--- src/rtl/graph_pkg.sv ---
// Shared types for the CSR graph fetch path: address/vertex widths, the
// neighbour-fetch FSM state encoding and the read-tag carried down the return pipeline.
package graph_pkg;

   localparam int unsigned PROC_BITS_DEF = 4;

   typedef logic [31+PROC_BITS_DEF:0] addr_t;
   typedef logic [31:0]               vtx_t;

   typedef enum logic [2:0] {
      IDLE,
      RD_START,
      RD_END,
      WAIT_IDX,
      STREAM,
      DRAIN
   } nf_state_e;

   // Per-cycle edge-read tag: which ports issued, and whether each word is the vertex's last.
   typedef struct packed {
      logic va;
      logic vb;
      logic la;
      logic lb;
   } rd_tag_t;

endpackage

--- src/rtl/nbr_fifo.sv ---
// Neighbour output buffer: up to two writes (word 0 first, then word 1) and one read
// per cycle, with a free-slot count for the upstream credit check.
module nbr_fifo #(
   parameter int unsigned DEPTH = 8,
   parameter int unsigned WIDTH = 33
) (
   input  logic                     clk_in,
   input  logic                     rst_in_n,
   input  logic [1:0]               wr_cnt,
   input  logic [WIDTH-1:0]         wr_data0,
   input  logic [WIDTH-1:0]         wr_data1,
   input  logic                     rd_en,
   output logic [WIDTH-1:0]         rd_data,
   output logic                     rd_valid,
   output logic [$clog2(DEPTH):0]   free_cnt
);

   localparam int unsigned AW = $clog2(DEPTH);

   typedef logic [AW-1:0] ptr_t;
   typedef logic [AW:0]   cnt_t;

   logic [WIDTH-1:0] mem_q [DEPTH];
   ptr_t wr_ptr_q, wr_ptr_d, wr_ptr_nxt;
   ptr_t rd_ptr_q, rd_ptr_d;
   cnt_t count_q, count_d;
   logic pop;

   always_comb begin
      pop        = rd_en && (count_q != '0);
      wr_ptr_nxt = wr_ptr_q + ptr_t'(1);
      wr_ptr_d   = wr_ptr_q + ptr_t'(wr_cnt);
      rd_ptr_d   = rd_ptr_q + ptr_t'(pop);
      count_d    = count_q + cnt_t'(wr_cnt) - cnt_t'(pop);
   end

   always_ff @(posedge clk_in or negedge rst_in_n) begin
      if (!rst_in_n) begin
         wr_ptr_q <= '0;
         rd_ptr_q <= '0;
         count_q  <= '0;
      end else begin
         wr_ptr_q <= wr_ptr_d;
         rd_ptr_q <= rd_ptr_d;
         count_q  <= count_d;
      end
   end

   always_ff @(posedge clk_in) begin
      if (wr_cnt != 2'd0) mem_q[wr_ptr_q]   <= wr_data0;
      if (wr_cnt == 2'd2) mem_q[wr_ptr_nxt] <= wr_data1;
   end

   assign rd_data  = mem_q[rd_ptr_q];
   assign rd_valid = (count_q != '0);
   assign free_cnt = cnt_t'(DEPTH) - count_q;

endmodule

--- src/rtl/neighbor_fetch.sv ---
// CSR neighbour fetcher: reads rowidx[v], rowidx[v+1], then streams edge[start..end-1].
// NEIGHBOR_FETCH_DUAL_PORT_EN enables the second edge read port (two reads per cycle).
module neighbor_fetch
   import graph_pkg::*;
#(
   parameter int unsigned PROC_BITS  = 4,
   parameter int unsigned PROC_ID    = 0,
   parameter int unsigned READ_LAT   = 2,
   parameter int unsigned FIFO_DEPTH = 8
) (
   input  logic                  clk_in,
   input  logic                  rst_in_n,
   input  logic [31:0]           vtx_in,
   input  logic                  vtx_valid_in,
   output logic                  vtx_ready_out,
   output logic [32+PROC_BITS-1:0] idx_addr,
   output logic                  idx_validin,
   input  logic [31:0]           rowidx_out,
   output logic [32+PROC_BITS-1:0] data_addra,
   output logic [32+PROC_BITS-1:0] data_addrb,
   output logic                  data_validina,
   output logic                  data_validinb,
   input  logic [31:0]           data_outa,
   input  logic [31:0]           data_outb,
   output logic [31:0]           nbr_out,
   output logic                  nbr_valid_out,
   input  logic                  nbr_ready_in,
   output logic                  nbr_last_out,
   output logic                  done_out,
   output logic [31:0]           degree_out,
   output logic                  err_out
);

   localparam int unsigned CW = $clog2(FIFO_DEPTH) + 1;
   localparam logic [PROC_BITS-1:0] TAG = PROC_BITS'(PROC_ID);
`ifdef NEIGHBOR_FETCH_DUAL_PORT_EN
   localparam int unsigned CREDIT = 2;
`else
   localparam int unsigned CREDIT = 1;
`endif

   typedef logic [CW-1:0] cnt_t;

   nf_state_e state_q, state_d;
   vtx_t      v_q, v_d, start_q, start_d, end_q, end_d;
   vtx_t      cur_q, cur_d, deg_q, deg_d;
   logic      ready_q, ready_d, done_q, done_d, err_q, err_d;
   cnt_t      infl_q, infl_d;
   logic [1:0] isr_q [READ_LAT];
   logic [1:0] isr_d [READ_LAT];
   rd_tag_t   esr_q [READ_LAT];
   rd_tag_t   esr_d [READ_LAT];
   rd_tag_t   issue, ret;

   logic [1:0]  wr_cnt;
   logic [32:0] fifo_rd;
   logic        fifo_valid, pop;
   cnt_t        free;

   assign ret    = esr_q[READ_LAT-1];
   assign wr_cnt = {1'b0, ret.va} + {1'b0, ret.vb};
   assign pop    = fifo_valid && nbr_ready_in;

   always_comb begin
      state_d = state_q;
      v_d     = v_q;
      start_d = start_q;
      end_d   = end_q;
      cur_d   = cur_q;
      deg_d   = deg_q;
      err_d   = err_q;
      done_d  = 1'b0;
      issue   = '0;
      idx_validin = 1'b0;
      idx_addr    = '0;

      // isr tag: {valid, is_end}; the end word follows the start word by one cycle.
      isr_d[0] = {(state_q == RD_START) || (state_q == RD_END), state_q == RD_END};
      for (int unsigned i = 1; i < READ_LAT; i++) begin
         isr_d[i] = isr_q[i-1];
         esr_d[i] = esr_q[i-1];
      end
      if (isr_q[READ_LAT-1] == 2'b10) start_d = rowidx_out;

      case (state_q)
         IDLE: begin
            if (vtx_valid_in && ready_q) begin
               v_d     = vtx_in;
               state_d = RD_START;
            end
         end
         RD_START: begin
            idx_validin = 1'b1;
            idx_addr    = {TAG, v_q};
            state_d     = RD_END;
         end
         RD_END: begin
            idx_validin = 1'b1;
            idx_addr    = {TAG, v_q + 32'd1};
            state_d     = WAIT_IDX;
         end
         WAIT_IDX: begin
            if (isr_q[READ_LAT-1] == 2'b11) begin
               end_d = rowidx_out;
               if (rowidx_out > start_q) begin
                  cur_d   = start_q;
                  state_d = STREAM;
               end else begin
                  if (rowidx_out < start_q) err_d = 1'b1;
                  deg_d   = '0;
                  done_d  = 1'b1;
                  state_d = IDLE;
               end
            end
         end
         STREAM: begin
            // Credit covers words already in flight so the FIFO cannot overflow.
            if (32'(free) >= 32'(infl_q) + CREDIT) begin
               issue.va = 1'b1;
               issue.la = (cur_q + 32'd1 == end_q);
               cur_d    = cur_q + 32'd1;
`ifdef NEIGHBOR_FETCH_DUAL_PORT_EN
               if (cur_q + 32'd1 < end_q) begin
                  issue.vb = 1'b1;
                  issue.lb = (cur_q + 32'd2 == end_q);
                  cur_d    = cur_q + 32'd2;
               end
`endif
               if (cur_d == end_q) state_d = DRAIN;
            end
         end
         DRAIN: begin
            if (pop && fifo_rd[32] && (infl_q == '0)) begin
               deg_d   = end_q - start_q;
               done_d  = 1'b1;
               state_d = IDLE;
            end
         end
         default: state_d = IDLE;
      endcase

      esr_d[0]      = issue;
      data_validina = issue.va;
      data_addra    = issue.va ? {TAG, cur_q} : '0;
      data_validinb = issue.vb;
      data_addrb    = issue.vb ? {TAG, cur_q + 32'd1} : '0;
      infl_d        = infl_q + cnt_t'({1'b0, issue.va} + {1'b0, issue.vb}) - cnt_t'(wr_cnt);
      ready_d       = (state_d == IDLE);
   end

   always_ff @(posedge clk_in or negedge rst_in_n) begin
      if (!rst_in_n) begin
         state_q <= IDLE;
         v_q     <= '0;
         start_q <= '0;
         end_q   <= '0;
         cur_q   <= '0;
         deg_q   <= '0;
         err_q   <= 1'b0;
         done_q  <= 1'b0;
         ready_q <= 1'b0;
         infl_q  <= '0;
         for (int unsigned i = 0; i < READ_LAT; i++) begin
            isr_q[i] <= '0;
            esr_q[i] <= '0;
         end
      end else begin
         state_q <= state_d;
         v_q     <= v_d;
         start_q <= start_d;
         end_q   <= end_d;
         cur_q   <= cur_d;
         deg_q   <= deg_d;
         err_q   <= err_d;
         done_q  <= done_d;
         ready_q <= ready_d;
         infl_q  <= infl_d;
         for (int unsigned i = 0; i < READ_LAT; i++) begin
            isr_q[i] <= isr_d[i];
            esr_q[i] <= esr_d[i];
         end
      end
   end

   nbr_fifo #(
      .DEPTH (FIFO_DEPTH),
      .WIDTH (33)
   ) u_fifo (
      .clk_in   (clk_in),
      .rst_in_n (rst_in_n),
      .wr_cnt   (wr_cnt),
      .wr_data0 ({ret.la, data_outa}),
      .wr_data1 ({ret.lb, data_outb}),
      .rd_en    (nbr_ready_in),
      .rd_data  (fifo_rd),
      .rd_valid (fifo_valid),
      .free_cnt (free)
   );

   assign vtx_ready_out = ready_q;
   assign done_out      = done_q;
   assign degree_out    = deg_q;
   assign err_out       = err_q;
   assign nbr_valid_out = fifo_valid;
   assign nbr_out       = fifo_valid ? fifo_rd[31:0] : '0;
   assign nbr_last_out  = fifo_valid && fifo_rd[32];

endmodule

--- config.mk ---
export PLATFORM = sky130hd
export DESIGN_NAME = neighbor_fetch
export DESIGN_NICKNAME = d
export VERILOG_FILES = /design/src/rtl/graph_pkg.sv /design/src/rtl/nbr_fifo.sv /design/src/rtl/neighbor_fetch.sv
export SDC_FILE = /design/constraint.sdc
export NUM_CORES = 1
export LEC_CHECK = 0
export CORE_MARGIN = 2
export CORE_UTILIZATION = 40
export DETAILED_ROUTE_END_ITERATION = 6
export SYNTH_ARGS = -nofsm -noshare
export SYNTH_HDL_FRONTEND = slang
export SYNTH_SLANG_ARGS = --single-unit
--- constraint.sdc ---
create_clock -name clk_in -period 4.46 [get_ports clk_in]
set_clock_uncertainty 0.1 [all_clocks]
set_input_delay 0.669 -clock clk_in [delete_from_list [all_inputs] [get_ports clk_in]]
set_output_delay 0.669 -clock clk_in [all_outputs]
set_load 0.005 [all_outputs]
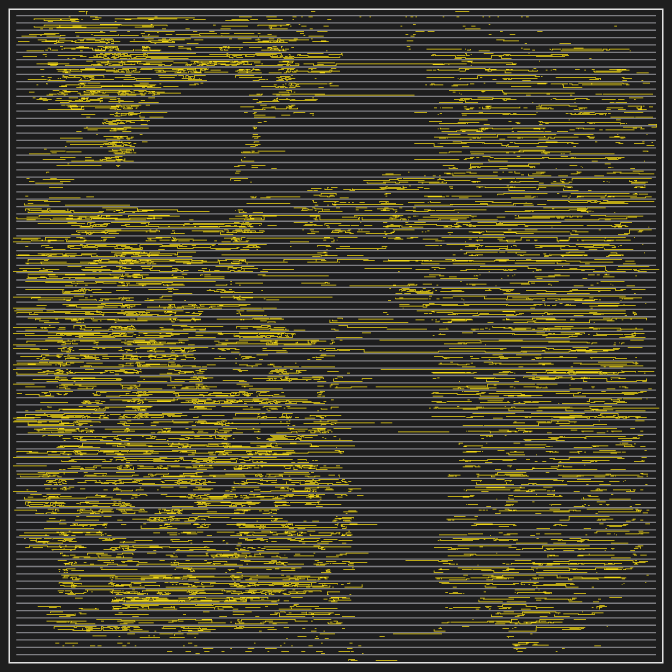
Run 1: the metal 1 layer
Supply wires on this layer in grey.
- share of all routed wire: 43%
- main direction: horizontal
- nets with wire on the layer: 2,056
Post-Route WL: 56.41 mm
met1 usage: 25.56%
routed vias: 15,390

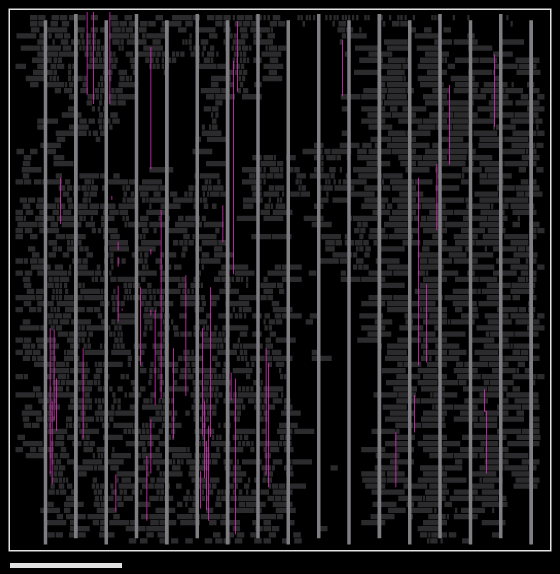
Run 1: signal wires on met4
Scale bar: 50 um. Supply wires on this layer in grey.
- longest straight run: 95.2 um
- nets with wire on the layer: 32
- wire length on this layer: 1,640 um

==> flow_summary.json, run 1 <==
{
  "cts_made_buffers": 51,
  "finalInstanceArea_um2": 27390,
  "crit_start": "v_q[7]$_DFFE_PN0P_",
  "diodes": 0,
  "yosysTopAreaCell": "edfxtp_1",
  "r2r-end": "state_q[0]$_DFF_PN0_",
  "place_hpwl_mm": 37.73,
  "critPathRequiredTime_ps": 3690,
  "antenna_left": 0,
  "ir_drop_mv": 0.3676,
  "max_cap_violations": 0,
  "ys.flops": 452,
  "yosys_area_um2": 22550,
  "ys_cells": 1826,
  "worstSkewPairLatency_ps": 610,
  "met1_length_mm": 24.23,
  "arrival_ps": 3430,
  "fmax_ghz": 0.2379,
  "status": "finished, final reports clean",
  "fp.dieH_um": 241.4,
  "setup_viol": 0,
  "gp_congestion": 0.8828,
  "r2r_setup_slack_ps": 420,
  "yosys-top-cells-area": "edfxtp_1 (35%), dfrtp_1 (21%), mux4_2 (6.6%)",
  "worstSetupPathType": "reg2out",
  "netlist_instances": 1826
}
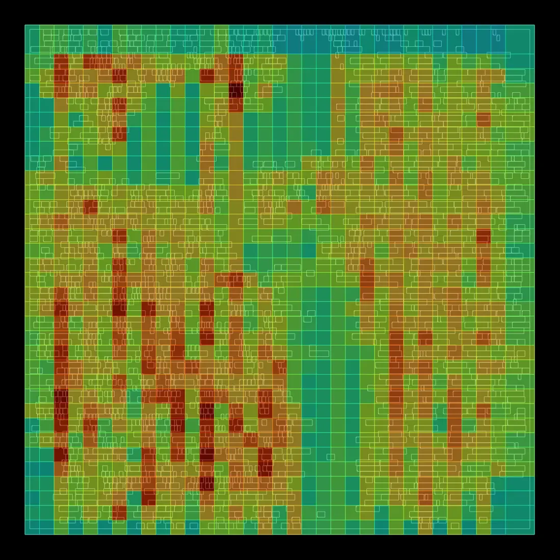
Run 1: congestion heat map
grt met3 use: 3.407%
Avg WL per Cell: 19.77 um
Top Usage Layer GRT: met2
GRT Overall Usage: 19.40%

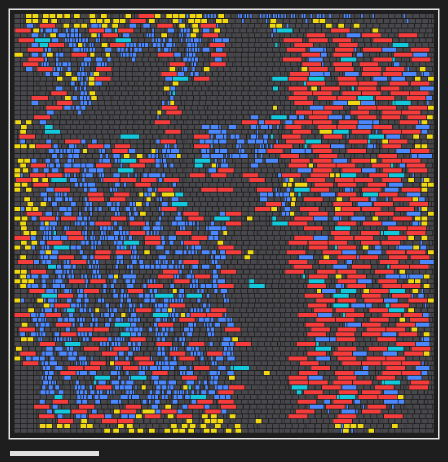
Run 1: cell classes on the final placement
Scale bar: 50 um. Fill, decap, tap and diode cells in grey.
- yellow: other buffers and delay cells (cells 274)
- cyan: clock drivers and dummy loads (cells 92)
- blue: combinational and other logic (cells 1,279)
- red: flops (cells 452)
row cnt: 87
Final Util: 48.85%
flop share of the area: 46.16%
Core Box Area: 56,060 um2

run 1: power breakdown:
group          switching, uW  internal, uW
clock                   1710          2310
combinational           3910          3900
sequential              1070          5150
total                   6690         11400
run 1: cell families after synthesis:
logic type | Yosys count | synth area share, %
other | 1 | 0.01663
adder cells (fa/ha/maj) | 92 | 5.205
buffers and inverters | 205 | 4.201
multiplexers | 169 | 11.51
flip-flops | 452 | 56.02
AND-OR/OR-AND | 375 | 10.14
XOR/XNOR | 87 | 3.379
AND/OR/NAND/NOR | 445 | 9.522
run 1: registers in the layout, indices dropped and copies added (netlist names), 4 cells and up:
register	flops
cur_q	32
degree_out	32
end_q	32
infl_q	4
start_q	32
u_fifo.count_q	4
u_fifo.mem_q	264
v_q	32
run 1: cells in the final DEF, fill, tap and decap left out, types with 41 or more instances in the layout:
cell | Yosys | final
a21oi_1 | 100 | 100
and2_1 | 41 | 41
clkbuf_16 | 0 | 52
clkdlybuf4s50_1 | 0 | 233
conb_1 | 1 | 45
dfrtp_1 | 188 | 182
edfxtp_1 | 264 | 264
ha_1 | 89 | 89
inv_1 | 66 | 66
mux2_2 | 63 | 63
mux4_2 | 66 | 66
nand2_1 | 131 | 131
nor2_1 | 111 | 101
o21ai_0 | 121 | 121
xnor2_1 | 47 | 47
run 1: critical path, cell delays in order (launching register included):
cell and delay (ps):
dfrtp_2 450, nand4_1 180, nor4_2 300, buf_4 170, nand4_1 160, nor3_2 290, and3_2 260, nand3_1 120
nor2_2 160, o22ai_1 100, a22o_1 190, clkdlybuf4s50_1 470
run 1: layout make-up:
class / count / area [um2]
well taps: 756 / 945.9
multi-input cells: 1213 / 9223
flip-flops and latches: 452 / 12640
inverters: 66 / 247.7
clock inverters: 24 / 187.7
repair buffers: 274 / 2709
fillers: 4916 / 28670
clock buffers: 68 / 1431
Run 1, placement density heat map:
24 x 24 tiles, from white (low) to dark blue (high), 0 to 100% covered.
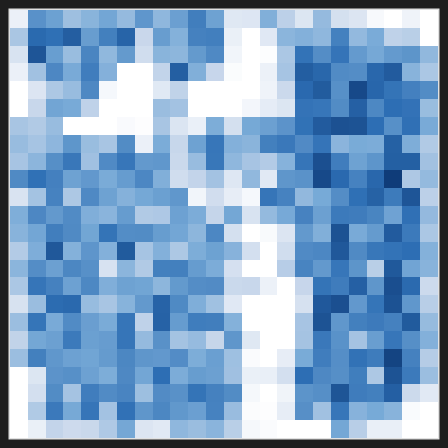

==> run 2, diff against run 1 <==
--- a/config.mk
+++ b/config.mk
@@ -7,6 +7,7 @@
 export LEC_CHECK = 0
 export CORE_MARGIN = 2
 export CORE_UTILIZATION = 40
+export CTS_BUF_LIST = sky130_fd_sc_hd__clkbuf_4
 export DETAILED_ROUTE_END_ITERATION = 6
 export SYNTH_ARGS = -nofsm -noshare
 export SYNTH_HDL_FRONTEND = slang
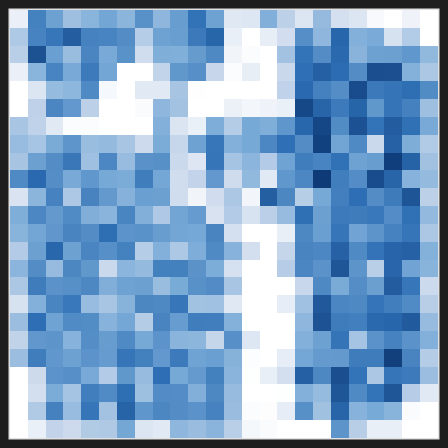
Run 2: placement density heat map
24 x 24 tiles, from white (low) to dark blue (high), 0 to 100% covered.
- tiles over 75% full: 8.5%
- mean over tiles: 45%
- densest ninth of the die: east
- nearly empty tiles: 10%
- fullest tile: 96%
Final Util: 48.92%
FP Util: 40.22%

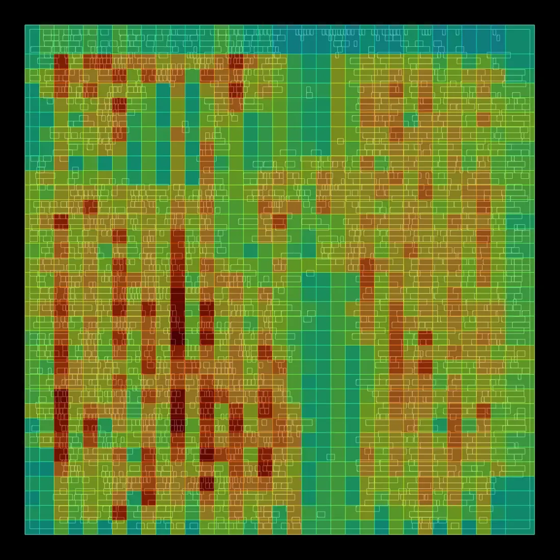
Run 2: congestion heat map
met2 GRT Util: 32.72%
grt met3 use: 4.079%

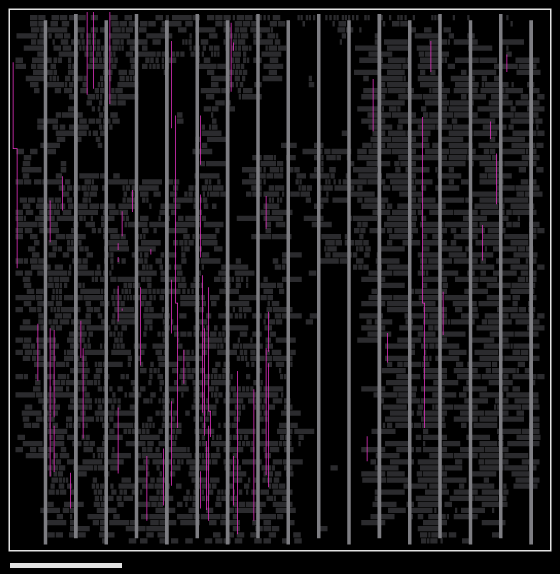
Run 2: signal wires on met4
Scale bar: 50 um. Supply wires on this layer in grey.
- nets with wire on the layer: 35
- share of all routed wire: 3.1%
- longest straight run: 83.7 um
- main direction: vertical
- wire length on this layer: 1,790 um
routed vias: 15,940
Post-Route WL: 57.61 mm

==> flow_summary.json, run 2 <==
{
  "seqPwrFrac_pct": 35.2,
  "p_clk_share_pct": 20.2,
  "yosys_area_um2": 22550,
  "cts_made_buffers": 120,
  "yosys-top-cells-area": "edfxtp_1 (35%), dfrtp_1 (21%), mux4_2 (6.6%)",
  "fmax_ghz": 0.2331,
  "lay_top_cells": "edfxtp_1 (264), clkdlybuf4s50_1 (232), dfrtp_1 (176)",
  "max_stage_delay_ps": 460,
  "max_cap_violations": 0,
  "coreArea_um2": 56060,
  "busiest_layer": "met2",
  "critPathRequiredTime_ps": 3690,
  "lay_top_count": "edfxtp_1",
  "ys.flops": 452,
  "largest-register": "u_fifo.mem_q",
  "worst_path_max_delay_cell": "clkdlybuf4s50_1",
  "ys_cells": 1826,
  "status": "finished, final reports clean",
  "worstSkewPairLatency_ps": 850,
  "swShare_pct": 38.05,
  "p_clk_uw": 3570,
  "grt_use_total_pct": 19.75,
  "arrival_ps": 3520,
  "grt_util_met1_pct": 25.39
}
==> run 2: final timing paths <==
kind                                             start                            to  slack, ps  cells after the start
max reg2reg                       cur_q[5]$_DFFE_PN0P_          state_q[0]$_DFF_PN0_        450                      9
max                        u_fifo.count_q[1]$_DFF_PN0_                 data_addra[3]        170                     11
min in group asynchronous                     rst_in_n            v_q[3]$_DFFE_PN0P_        420                      2
min reg2reg                         esr_d[3]$_DFF_PN0_            esr_q[3]$_DFF_PN0_        250                      0
min                                 esr_d[3]$_DFF_PN0_            esr_q[3]$_DFF_PN0_        250                      0
max in group asynchronous                     rst_in_n  u_fifo.rd_ptr_q[0]$_DFF_PN0_       2820                      3
==> run 2: logic make-up after synthesis <==
logic type / synth area share (%)
buffers and inverters: 4.201
DFF: 56.02
adders and majority gates: 5.205
and+or+nand+nor: 9.522
muxes: 11.51
xor gates and xnor gates: 3.379
AOI/OAI and AO/OA: 10.14
other: 0.01663
==> run 2: metrics by stage <==
step                total power [uW]  hold slack (ps)
global route                   19030            261.1
global placement               13960            232.3
CTS                            17830            218.9
floorplan                      11310            231.2
detailed placement             14100            234.7
finish                         17660            245.5
==> run 2: cell type report <==
class	count	area share, %
tap	756	3.449
multi-input combinational	1213	33.69
clock inverter	39	0.6889
sequential	452	46.12
antenna	1	0.009124
inverter	66	0.9033
clock buffer	175	4.790
timing repair buffer	285	10.35
==> run 2: worst max-delay path, delay by kind of cell, from the launching register on <==
kind	cells	cell delay (ps)
compound gates	4	600
fa+ha+maj	2	570
buf+inv	4	860
flops	1	420
simple gates	1	220
==> run 2: timing repair <==
item                                   4_1_cts  5_1_grt
endpoints found under the hold margin      104        0
hold buffers                                 1        0
gates resized                               10       12
setup endpoints to repair                   36       36
gates cloned                                 0        1
pin swaps                                    4        6
buffers inserted                             4        5
Power figures rest on the tool's default switching activity, not on a simulated workload.
